--- config.mk ---
export PLATFORM = sky130hd
export DESIGN_NAME = synth_voice_engine
export DESIGN_NICKNAME = d
export VERILOG_FILES = /design/src/rtl/synth_pkg.sv /design/src/rtl/voice_waveform.sv /design/src/rtl/synth_voice_engine.sv
export SDC_FILE = /design/constraint.sdc
export NUM_CORES = 2
export LEC_CHECK = 0
export ABC_AREA = 1
export CAP_MARGIN = 20
export CORE_MARGIN = 1.5
export CORE_UTILIZATION = 45
export DETAILED_ROUTE_END_ITERATION = 8
export GPL_TIMING_DRIVEN = 0
export HOLD_SLACK_MARGIN = 0.08
export PLACE_DENSITY = 0.7
export SLEW_MARGIN = 20
export SYNTH_ARGS = -nofsm -noshare
export SYNTH_HDL_FRONTEND = slang
export SYNTH_SLANG_ARGS = --single-unit
--- constraint.sdc ---
create_clock -name i_Clock -period 27.8 [get_ports i_Clock]
set_input_delay 5.56 -clock i_Clock [delete_from_list [all_inputs] [get_ports i_Clock]]
set_output_delay 5.56 -clock i_Clock [all_outputs]
set_load 0.01 [all_outputs]
--- src/rtl/synth_pkg.sv ---
// Shared types for the voice engine.
//   reg_addr_e : register-port address map (one word per voice per address)
//   phase_t    : phase accumulator / phase step word
//   level_t    : envelope level and attack/release rate word
//   sample_t   : signed audio sample
//   tri_wave() : triangle waveform from a phase word
package synth_pkg;

  typedef enum logic [1:0] {
    PHASE_STEP   = 2'd0,
    ATTACK_RATE  = 2'd1,
    RELEASE_RATE = 2'd2,
    GATE         = 2'd3
  } reg_addr_e;

  typedef logic [15:0]        phase_t;
  typedef logic [15:0]        level_t;
  typedef logic signed [15:0] sample_t;

  // Rising half for p[15]=0, falling half for p[15]=1. Both branches are
  // evaluated mod 2^16, which lands exactly in the signed 16-bit range.
  function automatic sample_t tri_wave(input phase_t p);
    logic [15:0] u;
    u = {p[14:0], 1'b0};
    if (p[15]) begin
      tri_wave = sample_t'(16'h7FFF - u);
    end else begin
      tri_wave = sample_t'({~u[15], u[14:0]});
    end
  endfunction

endpackage

--- src/rtl/voice_waveform.sv ---
// Triangle generator and envelope scaler for one voice slot.
//   i_Clock, i_Reset_n : clock, asynchronous active-low reset
//   i_Phase            : updated phase of the voice being processed
//   i_Level            : updated envelope level of that voice
//   o_Scaled           : (triangle * level) >>> 16, registered (1-cycle latency)
module voice_waveform
  import synth_pkg::*;
(
  input  logic        i_Clock,
  input  logic        i_Reset_n,
  input  logic [15:0] i_Phase,
  input  logic [15:0] i_Level,
  output logic [15:0] o_Scaled
);

  sample_t            wave;
  logic signed [16:0] wave_ext;
  logic signed [16:0] level_ext;
  logic signed [33:0] product;
  logic               unused_product_bits;

  always_comb begin
    wave      = tri_wave(i_Phase);
    wave_ext  = {wave[15], wave};
    level_ext = {1'b0, i_Level};
    product   = wave_ext * level_ext;
  end

  // |product| < 2^31, so bits [31:16] are the arithmetic shift by 16.
  assign unused_product_bits = ^{product[33:32], product[15:0]};

  always_ff @(posedge i_Clock or negedge i_Reset_n) begin
    if (!i_Reset_n) begin
      o_Scaled <= '0;
    end else begin
      o_Scaled <= product[31:16];
    end
  end

endmodule

--- src/rtl/synth_voice_engine.sv ---
// Time-multiplexed multi-voice synth: per frame, steps every voice's phase
// accumulator and linear envelope, scales a triangle by the envelope and
// outputs the average of all voices.
//   i_Clock, i_Reset_n : clock, asynchronous active-low reset
//   i_WriteEnable      : register write strobe
//   i_WriteVoice       : target voice of the write
//   i_WriteAddr        : 0 phase step, 1 attack, 2 release, 3 gate (data bit 0)
//   i_WriteData        : write data
//   o_VoiceActive      : bit v set while voice v has a non-zero level
//   o_SampleReady      : one-cycle strobe when o_Sample updates
//   o_Sample           : signed averaged output sample
module synth_voice_engine
  import synth_pkg::*;
#(
  parameter int unsigned NUM_VOICES    = 8,
  parameter int unsigned SAMPLE_PERIOD = 256,
  parameter int unsigned PHASE_WIDTH   = 16,
  parameter int unsigned SAMPLE_WIDTH  = 16
) (
  input  logic                          i_Clock,
  input  logic                          i_Reset_n,
  input  logic                          i_WriteEnable,
  input  logic [$clog2(NUM_VOICES)-1:0] i_WriteVoice,
  input  logic [1:0]                    i_WriteAddr,
  input  logic [15:0]                   i_WriteData,
  output logic [NUM_VOICES-1:0]         o_VoiceActive,
  output logic                          o_SampleReady,
  output logic [SAMPLE_WIDTH-1:0]       o_Sample
);

  localparam int unsigned VW = $clog2(NUM_VOICES);
  localparam int unsigned CW = $clog2(SAMPLE_PERIOD);
  localparam int unsigned AW = SAMPLE_WIDTH + VW;

  localparam logic [CW-1:0] LAST_CNT  = CW'(SAMPLE_PERIOD - 1);
  localparam logic [CW-1:0] VOICE_CNT = CW'(NUM_VOICES);
  localparam logic [CW-1:0] OUT_CNT   = CW'(NUM_VOICES + 1);

  logic [CW-1:0]          count_q;
  logic [PHASE_WIDTH-1:0] step_q    [NUM_VOICES];
  logic [PHASE_WIDTH-1:0] phase_q   [NUM_VOICES];
  level_t                 attack_q  [NUM_VOICES];
  level_t                 release_q [NUM_VOICES];
  level_t                 level_q   [NUM_VOICES];
  logic [NUM_VOICES-1:0]  gate_q;
  logic [NUM_VOICES-1:0]  retrig_q;
  logic signed [AW-1:0]   acc_q;

  logic [VW-1:0]          vidx;
  logic                   proc_en;
  logic                   acc_en;
  logic [PHASE_WIDTH-1:0] phase_nxt;
  level_t                 level_nxt;
  logic [16:0]            attack_sum;
  logic [15:0]            scaled;
  reg_addr_e              wr_addr;

  always_comb begin
    vidx       = count_q[VW-1:0];
    proc_en    = (count_q < VOICE_CNT);
    acc_en     = (count_q != '0) && (count_q <= VOICE_CNT);
    wr_addr    = reg_addr_e'(i_WriteAddr);
    phase_nxt  = retrig_q[vidx] ? step_q[vidx] : phase_q[vidx] + step_q[vidx];
    attack_sum = {1'b0, level_q[vidx]} + {1'b0, attack_q[vidx]};
    level_nxt  = '0;
    if (gate_q[vidx]) begin
      level_nxt = attack_sum[16] ? '1 : attack_sum[15:0];
    end else if (level_q[vidx] > release_q[vidx]) begin
      level_nxt = level_q[vidx] - release_q[vidx];
    end
  end

  voice_waveform u_wave (
    .i_Clock   (i_Clock),
    .i_Reset_n (i_Reset_n),
    .i_Phase   (phase_nxt),
    .i_Level   (level_nxt),
    .o_Scaled  (scaled)
  );

  always_ff @(posedge i_Clock or negedge i_Reset_n) begin
    if (!i_Reset_n) begin
      count_q       <= '0;
      gate_q        <= '0;
      retrig_q      <= '0;
      acc_q         <= '0;
      o_VoiceActive <= '0;
      o_SampleReady <= 1'b0;
      o_Sample      <= '0;
      for (int unsigned v = 0; v < NUM_VOICES; v++) begin
        step_q[v]    <= '0;
        phase_q[v]   <= '0;
        attack_q[v]  <= '0;
        release_q[v] <= '0;
        level_q[v]   <= '0;
      end
    end else begin
      count_q <= (count_q == LAST_CNT) ? '0 : count_q + 1'b1;

      if (proc_en) begin
        phase_q[vidx]       <= phase_nxt;
        level_q[vidx]       <= level_nxt;
        retrig_q[vidx]      <= 1'b0;
        o_VoiceActive[vidx] <= (level_nxt != '0);
      end

      // Register writes come after the processing update so a gate write in
      // the voice's own slot keeps its retrigger flag past the clear above.
      if (i_WriteEnable) begin
        case (wr_addr)
          PHASE_STEP:   step_q[i_WriteVoice]    <= i_WriteData;
          ATTACK_RATE:  attack_q[i_WriteVoice]  <= i_WriteData;
          RELEASE_RATE: release_q[i_WriteVoice] <= i_WriteData;
          GATE: begin
            gate_q[i_WriteVoice] <= i_WriteData[0];
            if (i_WriteData[0] && !gate_q[i_WriteVoice]) begin
              retrig_q[i_WriteVoice] <= 1'b1;
            end
          end
        endcase
      end

      // The scaled sample of voice v arrives one clock later, at count v+1.
      if (count_q == '0) begin
        acc_q <= '0;
      end else if (acc_en) begin
        acc_q <= acc_q + {{(AW-16){scaled[15]}}, scaled};
      end

      o_SampleReady <= (count_q == OUT_CNT);
      if (count_q == OUT_CNT) begin
        o_Sample <= SAMPLE_WIDTH'(acc_q >>> VW);
      end
    end
  end

endmodule

Figure 1. A small window of the routed layout.
Scale bar: 10 µm. Region (65, 65) to (90, 90) µm. Cells in grey, sequential cells in the stronger grey; small squares are vias.
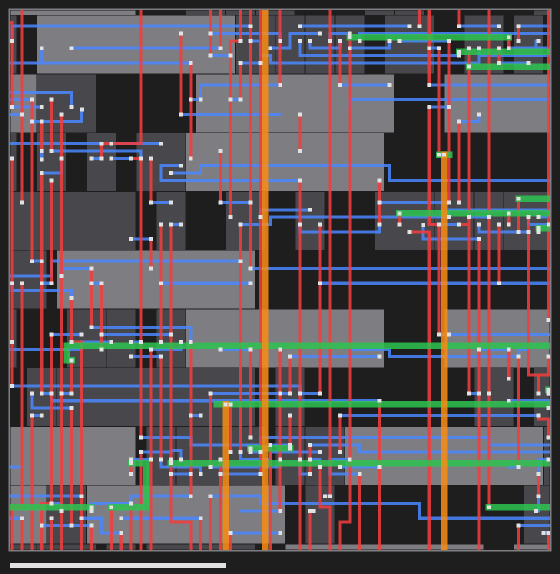
layer	colour
met2	red
met3	green
met1	blue
met4	orange
netlist names of flops here include	`release_q` (10)
most frequent	nand2_1 (16), o21ai_0 (10), dfrtp_1 (10)
cells with their middle in the window	46
sequential cells in the window	10

Figure 2. Congestion heat map.
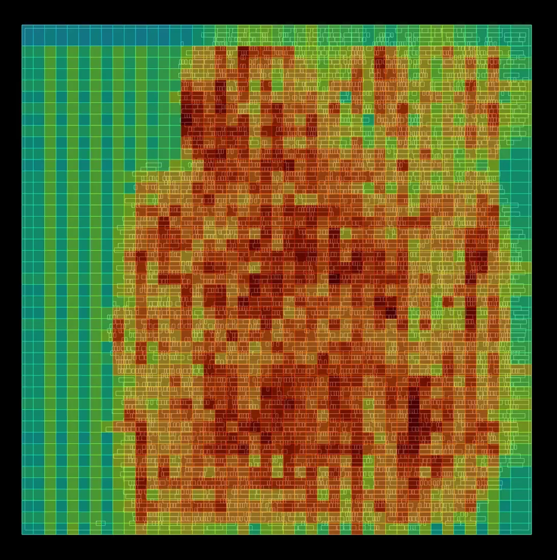
met3 Use GR: 0.0993
All-Layer GR Usage: 0.319
average wire per cell in the routed design: 23.9 µm

Figure 3. Met3 routing.
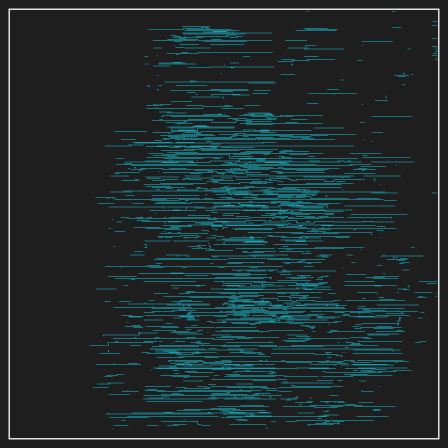
wire length on this layer	19800 µm
longest straight run	160 µm
main direction	horizontal
nets with wire on the layer	632
share of all routed wire	13%
total detailed-routing wirelength: 152 mm
vias after detailed routing: 37413

==> README.md <==
| Parameter | Value | Unit |
|---|---|---|
| Global-route wire length before repair | 227 | mm |
| Capturing instance or port of the critical path | u_wave.o_Scaled[13] | - |
| # DRC | 0 | - |
| Flip-flop and latch count after synthesis | 724 | - |
| Setup Skew | 0.0729 | ns |
| Endpoint class of the critical path | flip-flop | - |
| Final worst-path cycle share | 0.447 | - |
| Width of the die | 309 | µm |
| Launching element of the worst setup path | count_q[2] | - |
| Final worst path period need | 12.42 | ns |
| Max frequency | 0.0805 | GHz |
| Total number of cells along the worst setup path | 42 | - |
| # port buffers | 48 | - |
| Fraction of final layout cells with drive strength greater than 1 | 0.0607 | - |
| Power consumed by the clock network | 1.10 | mW |
| Share of total power in sequential cells | 0.194 | - |
| Cell Area, Placed | 44600 | µm² |
| Hold Crit Depth | 2 | - |
| Average cell area after synthesis | 8.63 | µm² |
| Endpoint of the lowest-slack register-to-register path | u_wave.o_Scaled[13] | - |
| Final number of max-transition violations | 0 | - |
| Crit Path Class | reg -> reg | - |
| Critical path required time | 28.31 | ns |
| Level count of the clock H-tree | 3 | - |
| Result of the run | finished, final reports clean | - |
| Endpoint, Worst Hold | step_q[84] | - |
| Most common library cells after synthesis | sky130_fd_sc_hd__nand2_1 (1399), sky130_fd_sc_hd__dfrtp_1 (724), sky130_fd_sc_hd__o21ai_0 (722), sky130_fd_sc_hd__inv_1 (423), sky130_fd_sc_hd__nor2_1 (242) | - |
| Worst min-delay path startpoint | step_q[84] | - |
| Combinational gate area | 21300 | µm² |
| Number of gates given a new drive strength after cts | 0 | - |
| Proportion of synthesized chip area in sequential cells | 0.429 | - |
| ANT nets after route | 0 | - |
| Global placer's final weighted congestion | 0.978 | - |
| Power Density | 150 | nW/µm² |
| Count of maximum capacitance violations | 0 | - |
| Number of vias per cell after detailed routing | 5.89 | - |
| Largest cells by area after synthesis | sky130_fd_sc_hd__dfrtp_1 (43%), sky130_fd_sc_hd__nand2_1 (12%), sky130_fd_sc_hd__fa_1 (9.3%) | - |
| Hold Vio Cnt, Final | 0 | - |
final cells by class:
type	instances	share of cell area
diodes	4	0.000212
inverters	463	0.0372
clock inverters	34	0.0120
flip-flops and latches	724	0.383
well taps	1254	0.0332
repair buffers	59	0.0156
multi-input cells	3445	0.450
clock buffers	103	0.0447
plain buffers	265	0.0242
metrics by stage:
| stage | total power [mW] | hold WS [ns] | std cells | TNS, ns | util |
|---|---|---|---|---|---|
| global route | 7.72 | 0.502 | 6347 | 0 | 0.508 |
| floorplan | 4.44 | 0.449 | 4897 | 0 | - |
| global placement | 5.85 | 0.465 | 6199 | -8135.05 | 0.475 |
| CTS | 7.01 | 0.484 | 6346 | 0 | 0.507 |
| finish | 7.08 | 0.484 | 6351 | 0 | 0.508 |
| detailed placement | 5.88 | 0.469 | 6209 | 0 | 0.478 |
routing by layer:
layer / GRT usage / up-vias / wire, µm
met3: 0.0993 / 459 / 19800
met1: 0.432 / 18282 / 59900
li1: - / 16359 / -
met2: 0.460 / 2313 / 63500
met5: 0 / - / 0
met4: 0.161 / 0 / 8330
sequential cells by signal, summed over array words and instances (netlist names):
signal           flops
gate_q               8
o_SampleReady        1
release_q          128
acc_q               19
count_q              8
o_VoiceActive        8
attack_q           128
u_wave.o_Scaled     16
phase_q            128
retrig_q             8
step_q             128
o_Sample            16
level_q            128
kinds of logic after synthesis:
family | after synthesis | synth area share
AOI/OAI and AO/OA | 1131 | 0.157
buffers and inverters | 728 | 0.0685
xor gates and xnor gates | 66 | 0.0154
adders and majority gates | 379 | 0.147
and+or+nand+nor | 1854 | 0.179
DFF | 724 | 0.429
muxes | 15 | 0.00400
Power and IR drop assume default switching activity.
